===== src/rtl/mips_gpio_responder_if.sv =====
// Data-memory bus bundle between the MIPS core (master) and the GPIO responder (slave).
interface mips_gpio_responder_if;
  logic        sel;
  logic        we;
  logic [31:0] addr;
  logic [31:0] wd;
  logic [31:0] rd;

  modport master (output sel, output we, output addr, output wd, input rd);
  modport slave  (input sel, input we, input addr, input wd, output rd);
endinterface


===== src/rtl/mips_gpio_responder.sv =====
// Memory-mapped GPIO responder: two output registers, two synchronised inputs,
// sticky W1C change status with level interrupt and a saturating gpi1 change counter.
module mips_gpio_responder #(
  parameter int unsigned SYNC_STAGES = 2,
  parameter int unsigned CNT_W       = 16,
  parameter logic [31:0] GPO_RST     = 32'h0000_0000
) (
  input  logic                        clk,
  input  logic                        rst_n,
  mips_gpio_responder_if.slave        bus,
  input  logic [31:0]                 gpi1,
  input  logic [31:0]                 gpi2,
  output logic [31:0]                 gpo1,
  output logic [31:0]                 gpo2,
  output logic                        chg_irq
);

  typedef enum logic [2:0] {
    REG_GPI1    = 3'd0,
    REG_GPI2    = 3'd1,
    REG_GPO1    = 3'd2,
    REG_GPO2    = 3'd3,
    REG_STATUS  = 3'd4,
    REG_CHG_CNT = 3'd5,
    REG_RSVD6   = 3'd6,
    REG_RSVD7   = 3'd7
  } reg_off_e;

  reg_off_e                         off;
  logic                             wr;
  logic [SYNC_STAGES-1:0][31:0]     sync1, sync2;
  logic [31:0]                      gpi1_s, gpi2_s, prev1, prev2;
  logic                             chg1, chg2;
  logic [1:0]                       status, status_nxt;
  logic [CNT_W-1:0]                 chg_cnt, cnt_nxt;
  logic                             unused_addr;

  assign off         = reg_off_e'(bus.addr[4:2]);
  assign wr          = bus.sel && bus.we;
  assign unused_addr = ^{bus.addr[31:5], bus.addr[1:0]};

  assign gpi1_s = sync1[SYNC_STAGES-1];
  assign gpi2_s = sync2[SYNC_STAGES-1];
  assign chg1   = (gpi1_s != prev1);
  assign chg2   = (gpi2_s != prev2);

  always_ff @(posedge clk or negedge rst_n) begin
    if (!rst_n) begin
      sync1 <= '0;
      sync2 <= '0;
    end else begin
      sync1 <= {sync1[SYNC_STAGES-2:0], gpi1};
      sync2 <= {sync2[SYNC_STAGES-2:0], gpi2};
    end
  end

  // New changes are OR-ed in after the W1C mask so a same-cycle set wins;
  // likewise a counter clear is applied before the increment.
  always_comb begin
    status_nxt = status;
    if (wr && off == REG_STATUS)
      status_nxt = status & ~bus.wd[1:0];
    status_nxt = status_nxt | {chg2, chg1};

    cnt_nxt = chg_cnt;
    if (wr && off == REG_CHG_CNT)
      cnt_nxt = '0;
    if (chg1 && cnt_nxt != '1)
      cnt_nxt = cnt_nxt + CNT_W'(1);
  end

  always_ff @(posedge clk or negedge rst_n) begin
    if (!rst_n) begin
      gpo1    <= GPO_RST;
      gpo2    <= GPO_RST;
      prev1   <= '0;
      prev2   <= '0;
      status  <= '0;
      chg_cnt <= '0;
    end else begin
      prev1   <= gpi1_s;
      prev2   <= gpi2_s;
      status  <= status_nxt;
      chg_cnt <= cnt_nxt;
      if (wr && off == REG_GPO1)
        gpo1 <= bus.wd;
      if (wr && off == REG_GPO2)
        gpo2 <= bus.wd;
    end
  end

  assign chg_irq = |status;

  always_comb begin
    bus.rd = '0;
    if (bus.sel) begin
      case (off)
        REG_GPI1:    bus.rd = gpi1_s;
        REG_GPI2:    bus.rd = gpi2_s;
        REG_GPO1:    bus.rd = gpo1;
        REG_GPO2:    bus.rd = gpo2;
        REG_STATUS:  bus.rd = {30'd0, status};
        REG_CHG_CNT: bus.rd = 32'(chg_cnt);
        default:     bus.rd = '0;
      endcase
    end
  end

endmodule

===== src/flat_wrapper.sv =====
// flat-port wrapper written by rule: the top's interface ports become plain ports
module mips_gpio_responder_flat 
#(
  parameter int unsigned SYNC_STAGES = 2,
  parameter int unsigned CNT_W       = 16,
  parameter logic [31:0] GPO_RST     = 32'h0000_0000
)
  (clk, rst_n, gpi1, gpi2, gpo1, gpo2, chg_irq, bus_sel, bus_we, bus_addr, bus_wd, bus_rd);
  mips_gpio_responder_if bus_i ();
  input  logic clk;
  input  logic rst_n;
  input  logic [31:0] gpi1;
  input  logic [31:0] gpi2;
  output logic [31:0] gpo1;
  output logic [31:0] gpo2;
  output logic chg_irq;
  input wire logic [$bits(bus_i.sel)-1:0] bus_sel;
  input wire logic [$bits(bus_i.we)-1:0] bus_we;
  input wire logic [$bits(bus_i.addr)-1:0] bus_addr;
  input wire logic [$bits(bus_i.wd)-1:0] bus_wd;
  output wire logic [$bits(bus_i.rd)-1:0] bus_rd;
  assign bus_i.sel = bus_sel;
  assign bus_i.we = bus_we;
  assign bus_i.addr = bus_addr;
  assign bus_i.wd = bus_wd;
  assign bus_rd = bus_i.rd;
  mips_gpio_responder #(.SYNC_STAGES(SYNC_STAGES), .CNT_W(CNT_W), .GPO_RST(GPO_RST)) u_core (.clk(clk), .rst_n(rst_n), .bus(bus_i), .gpi1(gpi1), .gpi2(gpi2), .gpo1(gpo1), .gpo2(gpo2), .chg_irq(chg_irq));
endmodule

===== config.mk =====
export PLATFORM = sky130hd
export DESIGN_NAME = mips_gpio_responder_flat
export DESIGN_NICKNAME = d
export VERILOG_FILES = /design/src/rtl/mips_gpio_responder_if.sv /design/src/rtl/mips_gpio_responder.sv /design/src/flat_wrapper.sv
export SDC_FILE = /design/constraint.sdc
export NUM_CORES = 1
export LEC_CHECK = 0
export CAP_MARGIN = 10
export CELL_PAD_IN_SITES_DETAIL_PLACEMENT = 1
export CELL_PAD_IN_SITES_GLOBAL_PLACEMENT = 1
export CORE_MARGIN = 2
export CORE_UTILIZATION = 41
export DETAILED_ROUTE_END_ITERATION = 6
export PLACE_DENSITY_LB_ADDON = 0.1
export SKIP_LAST_GASP = 1
export SLEW_MARGIN = 15
export SYNTH_ARGS = -nofsm -noshare
export SYNTH_HDL_FRONTEND = slang
export SYNTH_SLANG_ARGS = --single-unit

===== constraint.sdc =====
create_clock -name clk -period 4.6 [get_ports clk]
set_clock_uncertainty 0.15 [all_clocks]
set_input_delay 1.38 -clock clk [delete_from_list [all_inputs] [get_ports clk]]
set_output_delay 1.38 -clock clk [all_outputs]
set_load 0.005 [all_outputs]

==> flow_summary_export.csv, run 1 <==
group,metric,value,unit
cts,clockRootBuffer,"clkbuf_16",
cells_and_area,inv_count,1,
logic_synthesis,post-synth-top-count-cell,"dfrtp_1",
logic_synthesis,ys_area,9990,sq um
cells_and_area,antenna_cells,0,
power_and_ir_drop,switching_share,0.245,
logic_synthesis,ys_ff,274,
floorplanning,dieArea,25600,sq um
worst_setup_path,cp_max_fo,8,
cells_and_area,clock_buffers,42,
floorplanning,io_pins,229,
worst_setup_path,worstPathRequired,3.07,ns
floorplanning,core_area,24100,sq um
status,status,"complete, but fails checks",
place,place_area,12600,sq um
sta,max-slew-margin-rel,0.239,
worst_setup_path,crit_start,"bus_addr[4]",
place,hpwl,19.8,mm
place,gp_congestion,0.831,
cts,cts_tree,"built",
floorplanning,nWellTaps,324,
cells_and_area,stdcell_count,1263,
worst_hold_path,hold_class,"reg -> reg",
logic_synthesis,syn_inst,671,
worst_setup_path,cp-endpoint,"bus_rd[4]",
power_and_ir_drop,power.switching,0.00151,W
worst_setup_path,rr_worst_depth,6,
worst_setup_path,cp.depth,8,
worst_setup_path,end_kind,"output port",
global_route,grt_util_met1,0.281,
power_and_ir_drop,finalPower,0.00616,W
worst_setup_path,crit_path_max_incr_delay,0.48,ns
cts,post-cts-setup-buffer-count,4,
logic_synthesis,ys_sh_aoi,0.0665,
detailed_routing,viasPerCell,5.18,
logic_synthesis,synthAdderAreaFrac,0.00125,
logic_synthesis,simple_gate_share,0.0605,
logic_synthesis,topCombFamilyByArea,"multiplexers",
worst_setup_path,arrival,3.10,ns
global_route,met3_usage,0.0449,
cells_and_area,lay_top_count,"dfrtp_1",
logic_synthesis,synth_top_area_share,0.686,
cells_and_area,regArea,6860,sq um
cts,clockBufferDepth,3,
sta,drv_slew,0,
worst_setup_path,worst_path_dominant_cell_family,"buffers and inverters",
cts,cts_hold_buf,0,
power_and_ir_drop,pwr-share-comb,0.155,
worst_setup_path,worst-setup-path-type,"in -> out",
cts,htree_num_levels,1,
cells_and_area,syn2layout_area_growth,39.0,%
cells_and_area,seq_cells,274,
detailed_routing,drt-met1-wl,11.2,mm
cts,clk_latency,0.54,ns
cells_and_area,comb_area_share,0.225,
sta,rsz0062_at_grt,"true",
sta,hold-worst-slack,0.196,ns
place,place_inst,1198,
worst_setup_path,worstPathCellList,"clkdlybuf4s50_1 -> buf_6 -> and3b_2 -> buf_4 -> buf_4 -> a22oi_1 -> a21oi_1 -> dlygate4sd2_1",
floorplanning,initial_utilization,0.414,
logic_synthesis,edf_count,0,
power_and_ir_drop,p_clk,0.00232,W
sta,finalSetupTns,-0.0331,ns
place,io_buffers,199,
power_and_ir_drop,clkPwrFrac,0.376,
worst_setup_path,cp-start-kind,"input port",
power_and_ir_drop,peakVddDrop,324,uV
global_route,grt_pass1_vias,7393,
logic_synthesis,syn_nets,804,
power_and_ir_drop,seq_power_share,0.469,
worst_setup_path,cp_common_cell,"buf_4",
sta,final.setup.worst_slack,-0.0279,ns
status,violations,"negative setup slack",
worst_setup_path,r2r_slack,1.29,ns
flow_run,warnings,57,
power_and_ir_drop,pg_comb,0.000953,W
sta,period_needed,4.63,ns
global_route,grt_max_degree,96,
global_route,grt_pass1_wl,43.6,mm
sta,setup-violations-final,2,
sta,fmax,216,MHz
logic_synthesis,synth-seq-area-share,0.686,
detailed_routing,dr.pass1.iters,4,
cells_and_area,dominant-cell-class,"registers",
cells_and_area,logic_gates,362,
detailed_routing,wl_met2,14.3,mm
detailed_routing,wl_met3,1.79,mm
cts,post_cts_resized,76,
==> run_1/clk_routes.png <==
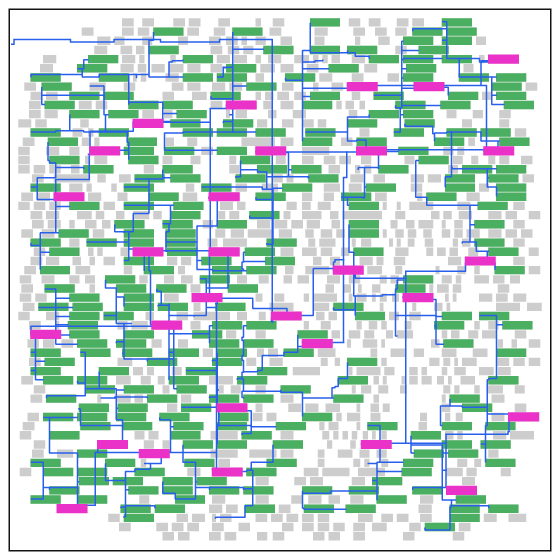
Key: green = flip-flops [count 274]; blue = clock wires [length 3240 um]; magenta = clock drivers [count 29]
Position of the flops: widely spread. There are 30 routed clock nets.

==> run_1/sizes.png <==
The bar under the picture is 50 um long.
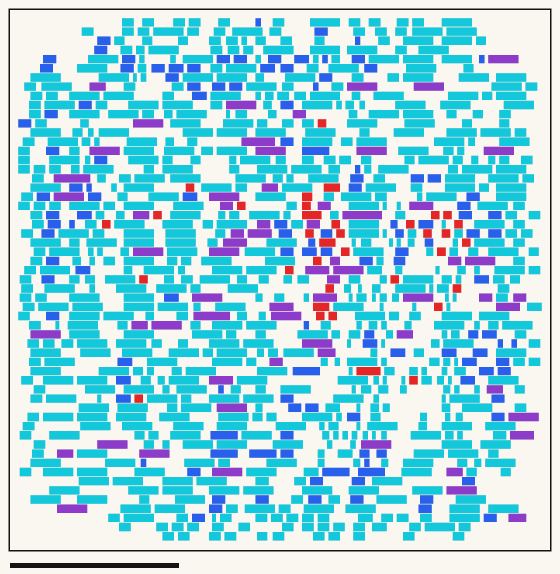
Key: red = _3 and _4 cells [cells 35, share 3.7%, most used buf_4]; purple = _6 and larger [cells 64, share 6.8%, most used clkbuf_16]; blue = _2 cells [cells 128, share 14%, most used mux2_2]; cyan = _0 and _1 cells [cells 712, share 76%, most used dfrtp_1]
Setup WS post-layout: -0.0279 ns
Buffers, non-clock: 250

==> run_1/metal_density.png <==
The bar under the picture is 50 um long. The die is cut into 32 by 32 equal tiles; dark purple is low, yellow is high, scaled to the fullest tile. Values are wire area over tile area, all layers added.
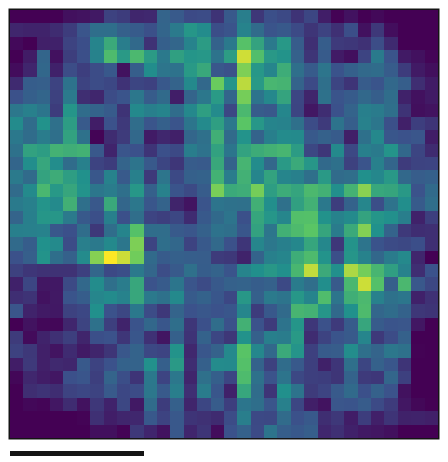
5.4% of the tiles are nearly empty. 16% of the tiles are over half the peak. The fullest tile reaches 0.57. The mean over all tiles is 0.18. The emptiest ninth of the die: bottom left.
via count: 6544
WL final: 28.2 mm
gr usage total: 0.222
drt wl/cell: 22.3 um

==> run 2: changes to the inputs <==
--- a/config.mk
+++ b/config.mk
@@ -11,9 +11,12 @@
 export CORE_MARGIN = 2
 export CORE_UTILIZATION = 41
 export DETAILED_ROUTE_END_ITERATION = 6
+export GPL_ROUTABILITY_DRIVEN = 0
+export HOLD_SLACK_MARGIN = 0.08
 export PLACE_DENSITY_LB_ADDON = 0.1
 export SKIP_LAST_GASP = 1
 export SLEW_MARGIN = 15
 export SYNTH_ARGS = -nofsm -noshare
 export SYNTH_HDL_FRONTEND = slang
 export SYNTH_SLANG_ARGS = --single-unit
+export TNS_END_PERCENT = 100
==> run_2/placement.png <==
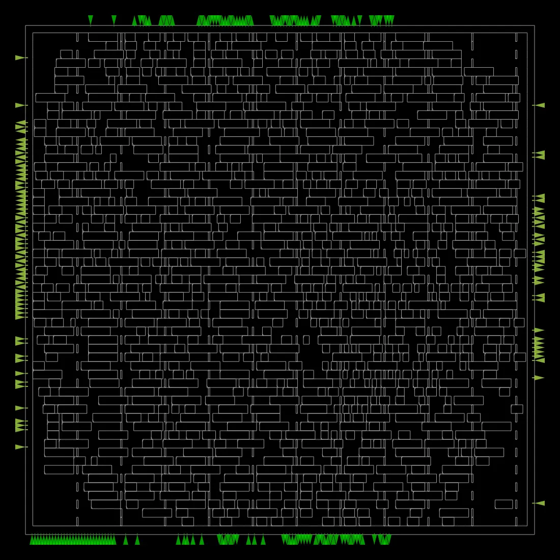
Cell Rows: 57
fill cell count: 2338
# Taps: 324
seq_cells: 274

==> run_2/clk_routes.png <==
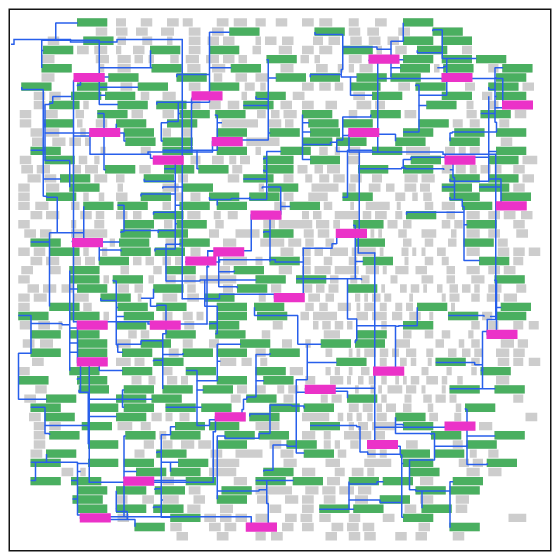
clock share of power: 0.389
clk latency late pin: 0.56 ns
P_clk: 0.00244 W

==> flow_summary_export.csv, run 2 <==
group,metric,value,unit
cts,clockBufferDepth,3,
cells_and_area,buffers,264,
place,io_buffers,199,
power_and_ir_drop,finalPower,0.00628,W
global_route,grt_pass1_wl,44.9,mm
cts,cts_tree,"built",
global_route,met3_usage,0.0426,
logic_synthesis,synth_top_area_share,0.686,
worst_setup_path,rr_worst_depth,6,
place,hpwl,19.6,mm
worst_setup_path,cp-endpoint,"bus_rd[28]",
sta,setup-violations-final,3,
logic_synthesis,ys_sh_aoi,0.0665,
logic_synthesis,edf_count,0,
sta,finalSetupTns,-0.0340,ns
detailed_routing,drt-met1-wl,12.0,mm
status,violations,"negative setup slack",
status,status,"complete, but fails checks",
cts,cts_hold_buf,0,
sta,final.setup.worst_slack,-0.0219,ns
sta,max-slew-margin-rel,0.219,
logic_synthesis,topCombFamilyByArea,"multiplexers",
sta,period_needed,4.62,ns
floorplanning,core_area,24100,sq um
detailed_routing,routedWlPerCell,22.5,um
cells_and_area,logic_gates,362,
worst_setup_path,r2r_slack,1.25,ns
worst_setup_path,cp_max_fo,9,
global_route,grt_util_met1,0.294,
logic_synthesis,synth-seq-area-share,0.686,
floorplanning,io_pins,229,
power_and_ir_drop,pwr-share-comb,0.152,
cts,post-cts-setup-buffer-count,19,
place,place_inst,1202,
worst_setup_path,crit_path_max_incr_delay,0.27,ns
detailed_routing,dr.pass1.iters,4,
worst_setup_path,cp-start-kind,"input port",
cells_and_area,comb_area_share,0.218,
power_and_ir_drop,pg_comb,0.000958,W
detailed_routing,num_vias,6574,
flow_run,warnings,56,
power_and_ir_drop,peakVddDrop,319,uV
sta,rsz0062_at_grt,"true",
cells_and_area,dominant-cell-class,"registers",
worst_setup_path,arrival,3.09,ns
worst_setup_path,worstPathRequired,3.07,ns
worst_setup_path,worstPathCellList,"dlygate4sd2_1 -> buf_6 -> nor2b_4 -> nor2b_4 -> buf_4 -> buf_6 -> buf_12 -> buf_16 -> a22oi_1 -> a21oi_1 -> dlygate4sd2_1",
logic_synthesis,syn_nets,804,
logic_synthesis,syn_inst,671,
sta,fmax,216,MHz
cts,post_cts_resized,77,
worst_hold_path,hold_class,"reg -> reg",
detailed_routing,wl_met2,14.7,mm
logic_synthesis,synthAdderAreaFrac,0.00125,
==> run_2/layer_met4.png <==
The bar under the picture is 50 um long. Supply wires on this layer in grey.
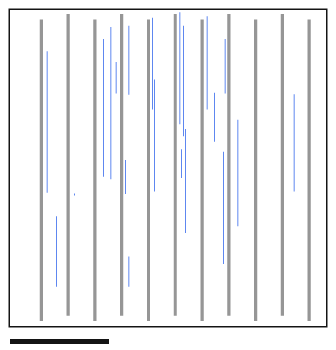
The longest straight run is 76.8 um. The layer carries 875 um of wire. The wires run mostly vertical. The layer holds 3.0% of the routed length.

Power and IR drop assume default switching activity.
